==> images/clock_nets.png <==
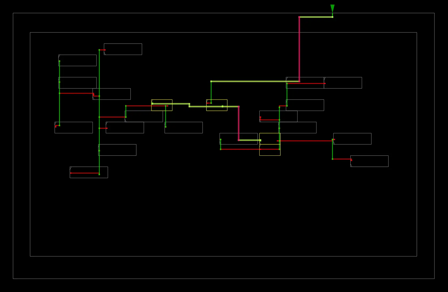
==> images/class_map.png <==
Bar = 20 um. Fill, decap, tap and diode cells in grey.
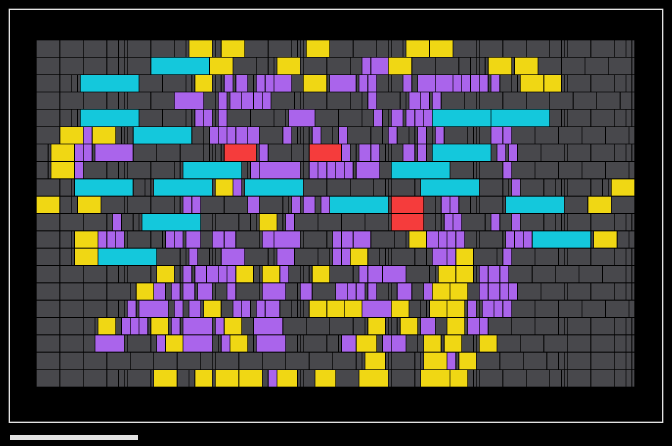
===== src/rtl/sign_pkg.sv =====
// Shared types and constants for the sign manipulation unit.
// Mode encoding and width-parametric MIN/MAX helpers.
package sign_pkg;

  typedef enum logic [1:0] {
    PASS = 2'b00,
    NEG  = 2'b01,
    ABS  = 2'b10,
    NABS = 2'b11
  } sign_mode_t;

  // Most negative n-bit value, zero-extended to 64 bits.
  function automatic logic [63:0] min_val(input int n);
    return 64'd1 << (n - 1);
  endfunction

  // Most positive n-bit value, zero-extended to 64 bits.
  function automatic logic [63:0] max_val(input int n);
    return (64'd1 << (n - 1)) - 64'd1;
  endfunction

endpackage


===== src/rtl/sign_op.sv =====
// Combinational pass/negate/abs/nabs on an N-bit signed operand.
// Flags MIN overflow and clamps or wraps the result.
module sign_op
  import sign_pkg::*;
#(
  parameter int N        = 8,
  parameter bit SATURATE = 1'b0
) (
  input  logic [N-1:0] x,
  input  sign_mode_t   mode,
  output logic [N-1:0] y,
  output logic         ovf
);

  localparam logic [N-1:0] MIN = N'(min_val(N));
  localparam logic [N-1:0] MAX = N'(max_val(N));
  localparam logic [N-1:0] ONE = N'(1);

  logic [N-1:0] neg;
  logic         is_min;

  assign neg    = ~x + ONE;
  assign is_min = (x == MIN);

  // Select the operation, then override overflowing results.
  always_comb begin
    y   = x;
    ovf = 1'b0;
    unique case (mode)
      PASS: y = x;
      NEG: begin
        y   = neg;
        ovf = is_min;
      end
      ABS: begin
        y   = x[N-1] ? neg : x;
        ovf = is_min;
      end
      NABS: y = x[N-1] ? x : neg;
    endcase
    if (ovf)
      y = SATURATE ? MAX : MIN;
  end

endmodule


===== src/rtl/sign_pipe.sv =====
// Registered sign unit: one-entry valid/ready output stage
// plus a saturating overflow event counter.
module sign_pipe
  import sign_pkg::*;
#(
  parameter int N        = 8,
  parameter bit SATURATE = 1'b0,
  parameter int CNT_W    = 8
) (
  input  logic             clk,
  input  logic             reset_n,
  input  logic             in_valid,
  output logic             in_ready,
  input  logic [N-1:0]     in_data,
  input  logic [1:0]       in_mode,
  output logic             out_valid,
  input  logic             out_ready,
  output logic [N-1:0]     out_data,
  output logic             out_ovf,
  output logic [CNT_W-1:0] ovf_count,
  input  logic             ovf_clear
);

  localparam logic [CNT_W-1:0] CMAX = '1;
  localparam logic [CNT_W-1:0] CONE = CNT_W'(1);

  logic [N-1:0] op_y;
  logic         op_ovf;
  logic         acc;

  assign in_ready = !out_valid || out_ready;
  assign acc      = in_valid && in_ready;

  sign_op #(
    .N        (N),
    .SATURATE (SATURATE)
  ) u_op (
    .x    (in_data),
    .mode (sign_mode_t'(in_mode)),
    .y    (op_y),
    .ovf  (op_ovf)
  );

  // Output register: load on accept, drop valid once consumed.
  always_ff @(posedge clk or negedge reset_n) begin
    if (!reset_n) begin
      out_valid <= 1'b0;
      out_data  <= '0;
      out_ovf   <= 1'b0;
    end else if (acc) begin
      out_valid <= 1'b1;
      out_data  <= op_y;
      out_ovf   <= op_ovf;
    end else if (out_ready) begin
      out_valid <= 1'b0;
    end
  end

  // Overflow counter: clear wins, otherwise saturating increment.
  always_ff @(posedge clk or negedge reset_n) begin
    if (!reset_n)
      ovf_count <= '0;
    else if (ovf_clear)
      ovf_count <= '0;
    else if (acc && op_ovf && ovf_count != CMAX)
      ovf_count <= ovf_count + CONE;
  end

endmodule


===== config.mk =====
export PLATFORM = sky130hd
export DESIGN_NAME = sign_pipe
export DESIGN_NICKNAME = d
export VERILOG_FILES = /design/src/rtl/sign_pkg.sv /design/src/rtl/sign_op.sv /design/src/rtl/sign_pipe.sv
export SDC_FILE = /design/constraint.sdc
export NUM_CORES = 1
export LEC_CHECK = 0
export ABC_AREA = 1
export CORE_ASPECT_RATIO = 0.6
export CORE_MARGIN = 4
export CORE_UTILIZATION = 25
export CTS_BUF_LIST = sky130_fd_sc_hd__clkbuf_8
export CTS_CLUSTER_DIAMETER = 30
export CTS_CLUSTER_SIZE = 25
export DETAILED_ROUTE_END_ITERATION = 7
export PLACE_DENSITY = 0.47
export SLEW_MARGIN = 10
export SYNTH_ARGS = -nofsm -noshare
export SYNTH_HDL_FRONTEND = slang
export SYNTH_SLANG_ARGS = --single-unit

===== constraint.sdc =====
create_clock -name clk -period 1.7 [get_ports clk]
set_input_delay 0.255 -clock clk [delete_from_list [all_inputs] [get_ports clk]]
set_output_delay 0.255 -clock clk [all_outputs]
set_load 0.01 [all_outputs]

==> results_dict.tcl <==
# flow metrics
set metrics [dict create \
    instances_no_fill 336 \
    power_leader "sequential cells" \
    max_freq_mhz 608 \
    power.internal_mw 0.868 \
    drive_above_1_share 0.219 \
    synthTopCellsByCount "nand2_1, inv_1, nor2_1, dfrtp_1, nand3_1" \
    crit_slowest_cell "clkdlybuf4s50_1" \
    grt_use_total 0.124 \
    edf_count 0 \
    nWellTaps 66 \
    die_w_um 102 \
    dp_hpwl_mm 3.12 \
    powerDensity_nw_per_um2 582 \
    n_fill_cell 551 \
    placed_cells 323 \
    pwr-share-clk 0.283 \
    n_all_inverters 25 \
    initialDrtViolationCount 68 \
    hold_class "primary input to async pin" \
    area_growth_pct 56.7 \
    p_leak_nw 1.09 \
    pwr-share-seq 0.410 \
    rsz0062_at_grt "no" \
    crit_path_frequent_cell "clkdlybuf4s50_1" \
    tightest_slew_ns 0.288 \
    cts_setup_buffers 9 \
    crit_family "buffers and inverters" \
    period_used_share 0.968 \
    ant_nets 0 \
    crit_path_max_incr_delay_ns 0.55 \
    gp_congestion 0.866 \
    syn_area_per_cell_um2 6.76 \
    warnings 30 \
    status "finished clean" \
    wl_mm 3.86 \
    design.portCount 34 \
    topCellsByArea "dfrtp_1, nand2_1, ha_1" \
    syn_nets 220 \
    antenna_found_initial 0 \
    via_count 1421 \
    cts_max_path_buffers 2 \
    cts_made_buffers 3 \
    port_buffers 33 \
    path_class "primary input to primary output" \
    drc_errors 0 \
    yosys_cells 197 \
    die_h_um 64.6 \
    die_area_um2 6600 \
    ff2ff_path_depth 8 \
    netlist.area_leader.share 0.338 \
    seq_power_mw 0.499 \
    swShare 0.286 \
    final_cell_mix "nand2_1, buf_4, clkdlybuf4s50_1" \
    ir_drop_v 0.000295 \
    core_area_um2 5100 \
    end_kind "primary output" \
    comb-power_mw 0.373 \
    finalCriticalPeriod_ns 1.65 \
    vias_per_cell 4.23 \
    final-comb-area_um2 798 \
    yosysSeqAreaShare 0.338 \
    cts_tree "done" \
    total_power_mw 1.22 \
    cp_num_cells 4 \
    ys_types 23 \
    cts_hold_buf 0 \
    n_all_buffers 70 \
]
Back to the opening pictures, clock_nets.png:
Seq cells: 18
clk ins delay skew pair: 0.25 ns
Clock buffer cells: 4
CTS sink count: 18
Clock Skew: 0.00268 ns

Back to the opening pictures, class_map.png:
[remaining buffers and delay cells] yellow | cells: 70 | share of their area: 30%
[registers] cyan | cells: 18 | share of their area: 22%
[clock drivers and dummy loads] red | cells: 4 | share of their area: 2.7%
[remaining logic cells] purple | cells: 178 | share of their area: 44%
Finished Cell Area: 2090 um^2
Seq area share: 0.216
Rows: 20
post-layout util: 0.409

layer usage:
layer  global-route usage  vias to the layer above  routed length, um
met5                    0                        -                  0
met4               0.0196                        0                 23
met3               0.0333                        4                216
met2                0.156                       26               1380
met1                0.205                      625               2240
li1                     -                      766                  -
path summary, 6_finish.rpt:
path	slack, ns	endpoint	start
min	0.33	ovf_count[3]	reset_n
min in group clk	0.47	out_data[5]	in_data[5]
max reg2reg	0.16	ovf_count[6]	ovf_count[0]
min reg2reg	0.49	out_data[3]	out_data[3]
max in group asynchronous	1.18	out_data[0]	reset_n
max	0.05	in_ready	out_ready
cell families after synthesis:
family	after synthesis	share of synthesized area
AND/OR/NAND/NOR	129	0.438
AND-OR/OR-AND	16	0.0742
buffers and inverters	26	0.0742
adder cells (fa/ha/maj)	8	0.0751
flip-flops	18	0.338
Power and IR drop assume default switching activity.
